$ cat src/rtl/dmem_arb_pkg.sv
// Shared encodings for the two-port data memory arbiter: access sizes,
// FSM states and the byte width of each access size.
package dmem_arb_pkg;

    typedef enum logic [1:0] {
        SIZE_1B  = 2'd0,
        SIZE_2B  = 2'd1,
        SIZE_4B  = 2'd2,
        SIZE_ILL = 2'd3
    } size_e;

    typedef enum logic [1:0] {
        IDLE   = 2'd0,
        ACCESS = 2'd1,
        RESP   = 2'd2
    } state_e;

    localparam logic [2:0] BYTES_1B = 3'd1;
    localparam logic [2:0] BYTES_2B = 3'd2;
    localparam logic [2:0] BYTES_4B = 3'd4;

    // Illegal size reports zero bytes; it is rejected separately.
    function automatic logic [2:0] sizeBytes(input logic [1:0] size);
        case (size)
            SIZE_1B: sizeBytes = BYTES_1B;
            SIZE_2B: sizeBytes = BYTES_2B;
            SIZE_4B: sizeBytes = BYTES_4B;
            default: sizeBytes = 3'd0;
        endcase
    endfunction

endpackage

$ cat src/rtl/data_mem_arbiter_rr_arb2.sv
// Two-way round-robin arbiter: a lone requester wins, a tie goes to the
// port that was not granted last. The last-grant state advances on accept.
module rr_arb2 (
    input  logic       clk,
    input  logic       rst,
    input  logic [1:0] req_i,
    input  logic       advance_i,
    output logic [1:0] grant_o
);

    logic lastGrant_q;

    always_comb begin
        grant_o = req_i;
        if (req_i == 2'b11) begin
            grant_o = lastGrant_q ? 2'b01 : 2'b10;
        end
    end

    // Resetting to port 1 makes port 0 win the first tie.
    always_ff @(posedge clk or negedge rst) begin
        if (!rst) begin
            lastGrant_q <= 1'b1;
        end else if (advance_i && (grant_o != 2'b00)) begin
            lastGrant_q <= grant_o[1];
        end
    end

endmodule

$ cat src/rtl/data_mem_arbiter.sv
// Two-port load/store arbiter in front of a single data memory: one access
// in flight at a time, IDLE -> ACCESS -> RESP, or IDLE -> RESP on error.
module data_mem_arbiter
    import dmem_arb_pkg::*;
#(
    parameter int MEM_BYTES = 64
) (
    input  logic        clk,
    input  logic        rst,
    input  logic        p0_req_valid,
    input  logic        p0_req_write,
    input  logic [1:0]  p0_req_size,
    input  logic        p0_req_signed,
    input  logic [31:0] p0_req_addr,
    input  logic [31:0] p0_req_wdata,
    output logic        p0_req_ready,
    output logic        p0_resp_valid,
    output logic [31:0] p0_resp_rdata,
    output logic        p0_resp_err,
    input  logic        p1_req_valid,
    input  logic        p1_req_write,
    input  logic [1:0]  p1_req_size,
    input  logic        p1_req_signed,
    input  logic [31:0] p1_req_addr,
    input  logic [31:0] p1_req_wdata,
    output logic        p1_req_ready,
    output logic        p1_resp_valid,
    output logic [31:0] p1_resp_rdata,
    output logic        p1_resp_err,
    output logic        write_mem_4B,
    output logic        write_mem_2B,
    output logic        write_mem_1B,
    output logic        read_mem_4B,
    output logic        read_mem_2B,
    output logic        read_mem_1B,
    output logic        extension_mem,
    output logic [31:0] mem_address,
    output logic [31:0] mem_write_data,
    input  logic [31:0] mem_rdata
);

    state_e      state_q, state_d;
    logic        owner_q, write_q, signed_q, err_q;
    size_e       size_q;
    logic [31:0] addr_q, wdata_q, rdata_q;

    logic [1:0]  grant;
    logic        accept;
    logic        selPort, selWrite, selSigned, reqErr;
    logic [1:0]  selSize;
    logic [31:0] selAddr, selWdata;
    logic [32:0] endAddr;

    rr_arb2 u_rr_arb2 (
        .clk       (clk),
        .rst       (rst),
        .req_i     ({p1_req_valid, p0_req_valid}),
        .advance_i (accept),
        .grant_o   (grant)
    );

    assign p0_req_ready = rst && (state_q == IDLE) && grant[0];
    assign p1_req_ready = rst && (state_q == IDLE) && grant[1];
    assign accept       = p0_req_ready || p1_req_ready;

    // Winning request and its legality; the end address is one bit wider so it cannot wrap.
    always_comb begin
        selPort   = grant[1];
        selWrite  = selPort ? p1_req_write  : p0_req_write;
        selSize   = selPort ? p1_req_size   : p0_req_size;
        selSigned = selPort ? p1_req_signed : p0_req_signed;
        selAddr   = selPort ? p1_req_addr   : p0_req_addr;
        selWdata  = selPort ? p1_req_wdata  : p0_req_wdata;
        endAddr   = {1'b0, selAddr} + {30'd0, sizeBytes(selSize)};
        reqErr    = (selSize == SIZE_ILL)
                 || ((selSize == SIZE_2B) && selAddr[0])
                 || ((selSize == SIZE_4B) && (selAddr[1:0] != 2'b00))
                 || (endAddr > 33'(MEM_BYTES));
    end

    always_comb begin
        state_d = state_q;
        case (state_q)
            IDLE:    if (accept) state_d = reqErr ? RESP : ACCESS;
            ACCESS:  state_d = RESP;
            RESP:    state_d = IDLE;
            default: state_d = IDLE;
        endcase
    end

    always_ff @(posedge clk or negedge rst) begin
        if (!rst) begin
            state_q <= IDLE;
        end else begin
            state_q <= state_d;
        end
    end

    always_ff @(posedge clk or negedge rst) begin
        if (!rst) begin
            owner_q  <= 1'b0;
            write_q  <= 1'b0;
            size_q   <= SIZE_1B;
            signed_q <= 1'b0;
            addr_q   <= '0;
            wdata_q  <= '0;
            rdata_q  <= '0;
            err_q    <= 1'b0;
        end else if (accept) begin
            owner_q  <= selPort;
            write_q  <= selWrite;
            size_q   <= size_e'(selSize);
            signed_q <= selSigned;
            addr_q   <= selAddr;
            wdata_q  <= selWdata;
            rdata_q  <= '0;
            err_q    <= reqErr;
        end else if (state_q == ACCESS) begin
            rdata_q  <= write_q ? 32'd0 : mem_rdata;
        end
    end

    // Strobes are decoded from the registered state so reset removes them at once.
    always_comb begin
        write_mem_4B  = 1'b0;
        write_mem_2B  = 1'b0;
        write_mem_1B  = 1'b0;
        read_mem_4B   = 1'b0;
        read_mem_2B   = 1'b0;
        read_mem_1B   = 1'b0;
        extension_mem = 1'b0;
        if (state_q == ACCESS) begin
            if (write_q) begin
                write_mem_4B = (size_q == SIZE_4B);
                write_mem_2B = (size_q == SIZE_2B);
                write_mem_1B = (size_q == SIZE_1B);
            end else begin
                read_mem_4B   = (size_q == SIZE_4B);
                read_mem_2B   = (size_q == SIZE_2B);
                read_mem_1B   = (size_q == SIZE_1B);
                extension_mem = signed_q;
            end
        end
    end

    assign mem_address    = addr_q;
    assign mem_write_data = wdata_q;

    assign p0_resp_valid = (state_q == RESP) && !owner_q;
    assign p1_resp_valid = (state_q == RESP) &&  owner_q;
    assign p0_resp_rdata = p0_resp_valid ? rdata_q : 32'd0;
    assign p1_resp_rdata = p1_resp_valid ? rdata_q : 32'd0;
    assign p0_resp_err   = p0_resp_valid && err_q;
    assign p1_resp_err   = p1_resp_valid && err_q;

endmodule

$ cat config.mk
export PLATFORM = sky130hd
export DESIGN_NAME = data_mem_arbiter
export DESIGN_NICKNAME = d
export VERILOG_FILES = /design/src/rtl/dmem_arb_pkg.sv /design/src/rtl/data_mem_arbiter_rr_arb2.sv /design/src/rtl/data_mem_arbiter.sv
export SDC_FILE = /design/constraint.sdc
export NUM_CORES = 1
export LEC_CHECK = 0
export ABC_CLOCK_PERIOD_IN_PS = 6350
export CAP_MARGIN = 20
export CELL_PAD_IN_SITES_DETAIL_PLACEMENT = 2
export CELL_PAD_IN_SITES_GLOBAL_PLACEMENT = 2
export CORE_ASPECT_RATIO = 0.5
export CORE_MARGIN = 2
export CORE_UTILIZATION = 22
export DETAILED_ROUTE_END_ITERATION = 8
export PLACE_DENSITY_LB_ADDON = 0.2
export SLEW_MARGIN = 10
export SYNTH_ARGS = -nofsm -noshare
export SYNTH_HDL_FRONTEND = slang
export SYNTH_SLANG_ARGS = --single-unit
$ cat constraint.sdc
create_clock -name clk -period 6.35 [get_ports clk]
set_clock_uncertainty 0.1 [all_clocks]
set_input_delay 0.9525 -clock clk [delete_from_list [all_inputs] [get_ports clk]]
set_output_delay 0.9525 -clock clk [all_outputs]
set_load 0.1 [all_outputs]
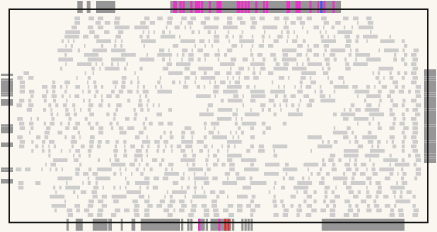
Fig. 1. Ports around the boundary (run 1).
Pins as bars across the die edge, other pins in grey.
Key: p0_req_wdata = magenta [pins 32, direction input, edge 30 top, 2 bottom]; read_mem_4B = blue [pins 1, direction output, edge top]; p1_req_size = red [pins 2, direction input, edge bottom]
All pins by edge: 127 top, 123 bottom, 41 right, 22 left.
Port Buffers: 312
Die Height: 126 um
Die X-Extent: 248 um

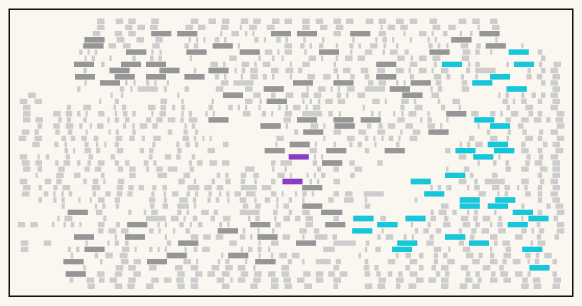
Fig. 2. Sequential cells grouped by signal name (run 1).
Key: rdata_q = cyan [flops 32]; state_q = purple [flops 2]

==> run summary, run 1 <==
run results: outcome finished, final reports clean, Flop pwr share 0.313, detailed-route DRC error count 0, Lkg Pwr 4.06 nW, hold path start mem_address[3], Crit. End Element register, min cycle time layout 4.92 ns, Signal buffers 323, asr flop ratio synth 1.00, Registers, synthesis 105, top cells by count, synth nand2_1, dfrtp_1, nor2_1, Mux area share 0.0411, syn_nets 993, WL/cell 20.1 um, Post-synth seq share 0.401, chip area 31,200 sq um, num rows 44, aoi share 0.163, CTS Root Cell clkbuf_16, Clk power 0.536 mW, register area 2630 sq um, Critical Path Fanout Max 42, Max-area cell class combinational gates, Util after Layout 0.355, Dominant comb cell simple AND/OR/NAND/NOR gates, Most common reg cell dfrtp_1, cell count after synthesis 817, fraction of area in clock buffers and inverters 0.0258, yosys xor share 0.0107, Avg Inst Size Synth 8.02 sq um, Hold WS 0.390 ns, Setup crit end err_q, M2 GR Usage 0.360, Seq area share 0.254, Internal Pwr Total 1.36 mW, drt total wl 30,000 um, worst path arrival time 5.07 ns
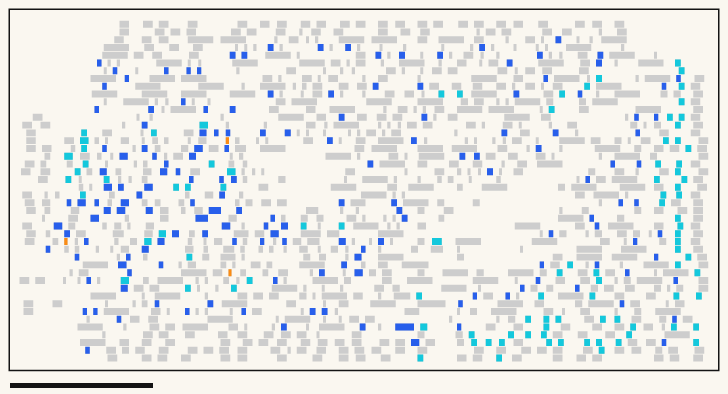
Fig. 3. Gate-type map (run 1).
Bar = 50 um.
Key: inv cells = orange [cells 3]; and/or cells = cyan [cells 95, where spread over the die]; aoi and oai cells = blue [cells 160, where spread over the die]
fin cells: 1,492
Comb/total area: 0.360
Top cell excl fill/tap: clkdlybuf4s50_1

==> inputs of run 2 (changes only) <==
- ABC_CLOCK_PERIOD_IN_PS: 6350 -> 4800
- clock period: 6.35 -> 4.8 ns (I/O delays scaled with it)
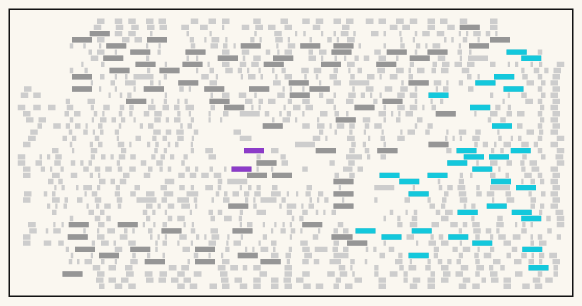
Fig. 4. Sequential cells grouped by signal name (run 2).
Key: state_q = purple [flops 2]; rdata_q = cyan [flops 32]
Another 71 sequential cells are not coloured.

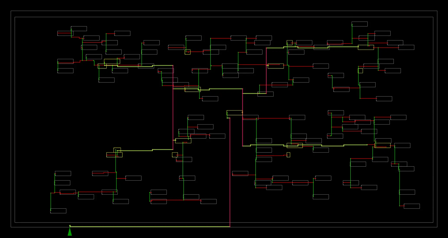
Fig. 5. Clock wiring as the flow saved it (run 2).
clock buffers: 10
seq_cells: 105
clock sinks: 105
clk_lat worst skew: 0.38 ns

==> run summary, run 2 <==
run results: GR Overflow Total 0, yosys xor share 0.0107, antenna cells 1, CP top delay family simple AND/OR/NAND/NOR gates, Most common reg cell dfrtp_1, Die X-Extent 248 um, routed length on met1 12,700 um, buffering overhead 0.314, CP max stage delay 0.51 ns, net load switching power 1.66 mW, Avg Inst Size Synth 8.02 sq um, Seq. pwr 1.07 mW, IO Pins 313, Setup crit start p1_req_valid, sum of negative setup slack 0 ns, total power per unit cell area 334 nW/um^2, Die Height 126 um, Setup crit end err_q, fraction of area in clock buffers and inverters 0.0278, routed wl met2 16,200 um, Mux area share 0.0411, number of cells on the critical path 14, WS Path Type primary input to register, CTS Root Cell clkbuf_16, Max-area cell class combinational gates, asr flop ratio synth 1.00, Signal buffers 333, Placed Cells incl. Taps 1,485, outcome finished, final reports clean, first drt pass iteration count 4, Lkg Pwr 4.14 nW, Synth warnings 0, Clk power 0.756 mW, M2 GR Usage 0.360, chip area 31,200 sq um, CTS max path bufs 2, Post-synth seq share 0.401, Flop pwr share 0.308, Dominant comb cell simple AND/OR/NAND/NOR gates, fin cells 1,502, drt first-iter violations 274, Filler cells 3,221, Top cell excl fill/tap clkdlybuf4s50_1, multi-input gates 653, syn_nets 993, worst path arrival time 4.64 ns, Comb gate area 3720 sq um, CTS tree done, Internal Pwr Total 1.82 mW, MaxCap Viol Count 0, Registers, synthesis 105, yosys cell count 817, Hold WS 0.217 ns, Crit. End Element register, Critical Path Fanout Max 8, drt total wl 30,500 um, Most common cell on crit path nand4_1, cell count after synthesis 817, met3 routed WL 868 um, Non-clk invs 3, min cycle time layout 4.48 ns, num rows 44, GR Util All Layers 0.195, Setup crit start kind primary input, top cells by count, synth nand2_1, dfrtp_1, nor2_1, Comb/total area 0.357, CP bufs+invs 1, register area 2630 sq um, clock power share 0.217, maximum vdd ir drop 0.000182 V, R2R Path Start u_rr_arb2.lastGrant_q, share of the synthesized area in the top cell type 0.397, period utilization 0.933, CP Data Required Time 4.96 ns, via count 7,246, detailed-route DRC error count 0, Port Buffers 312, Util after Layout 0.358, initial antenna violation count 1, Seq area share 0.252, aoi share 0.163, Hold WC Path Type primary input to async pin, WL/cell 20.3 um, CTS H-tree depth 3
==> inputs of run 3 (changes only) <==
- CTS_CLUSTER_DIAMETER: not set -> 30
- REMOVE_ABC_BUFFERS: not set -> 1
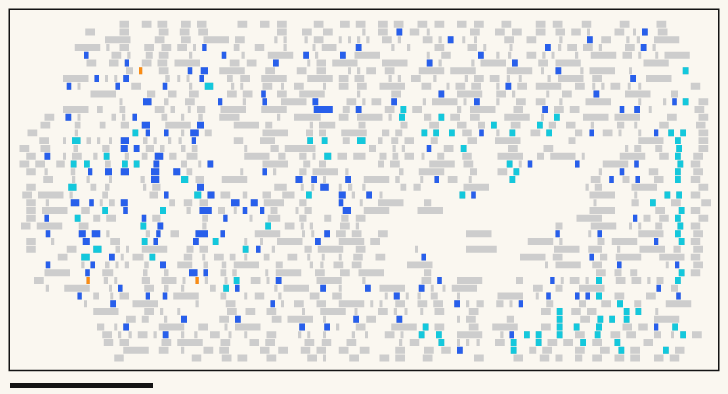
Fig. 6. Gate-type map (run 3).
Bar = 50 um.
Key: aoi and oai cells = blue [cells 160, where spread over the die]; and/or cells = cyan [cells 95]; inv cells = orange [cells 3]
fin cells: 1,496
Comb/total area: 0.358

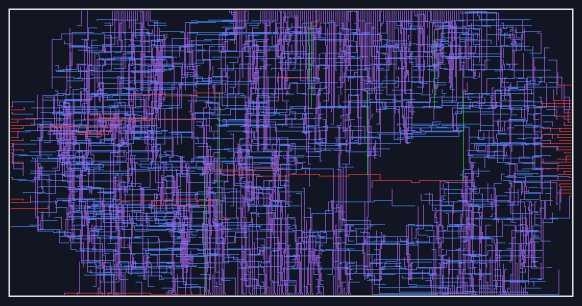
Fig. 7. Wiring by layer (run 3).
Key: M3 = red [wire length 842 um]; M2 = purple [wire length 16,500 um]; M1 = blue [wire length 12,900 um]; M4 = green [wire length 281 um]

==> run summary, run 3 <==
run results: Internal Pwr Total 1.92 mW, worst path arrival time 4.44 ns, clock sinks 105, share of the synthesized area in the top cell type 0.397, clk_lat worst skew 0.37 ns, Filler cells 3,256, seq_cells 105, number of cells on the critical path 14, Avg Inst Size Synth 8.02 sq um, Signal buffers 328, routed wl met2 16,500 um, Crit. End Element register, drt total wl 30,500 um, maximum vdd ir drop 0.000172 V, cell count after synthesis 817, hold path start mem_address[18], Placed Cells incl. Taps 1,480, aoi share 0.163, yosys xor share 0.0107, WL/cell 20.4 um, Max-area cell class combinational gates, top cells by count, synth nand2_1, dfrtp_1, nor2_1, buffering overhead 0.310, period utilization 0.892, GR Overflow Total 0, initial antenna violation count 0, drt first-iter violations 281, Hold WS 0.392 ns, Seq. pwr 1.07 mW, Critical Path Fanout Max 10, detailed-route DRC error count 0, Mux area share 0.0411, first drt pass iteration count 4, Die Height 126 um, IO Pins 313, total power per unit cell area 344 nW/um^2, CP max stage delay 0.60 ns, Most common cell on crit path nand4_1, Top cell excl fill/tap clkdlybuf4s50_1, antenna cells 0, Seq area share 0.253, Setup crit start kind primary input, Die X-Extent 248 um, clock power share 0.239, WS Path Type primary input to register, outcome finished, final reports clean, GR Util All Layers 0.197, Post-synth seq share 0.401, min cycle time layout 4.28 ns, Non-clk invs 3, asr flop ratio synth 1.00, via count 7,307, Lkg Pwr 4.14 nW, CTS Root Cell clkbuf_16, CP bufs+invs 1, met3 routed WL 842 um, fraction of area in clock buffers and inverters 0.0316, Clk power 0.854 mW, Flop pwr share 0.299, M2 GR Usage 0.371, R2R Path Start u_rr_arb2.lastGrant_q, Setup crit start p1_req_valid, CP top delay family simple AND/OR/NAND/NOR gates, Util after Layout 0.357, CTS max path bufs 2, sum of negative setup slack 0 ns, Dominant comb cell simple AND/OR/NAND/NOR gates, Setup crit end err_q
Power figures rest on the tool's default switching activity, not on a simulated workload.
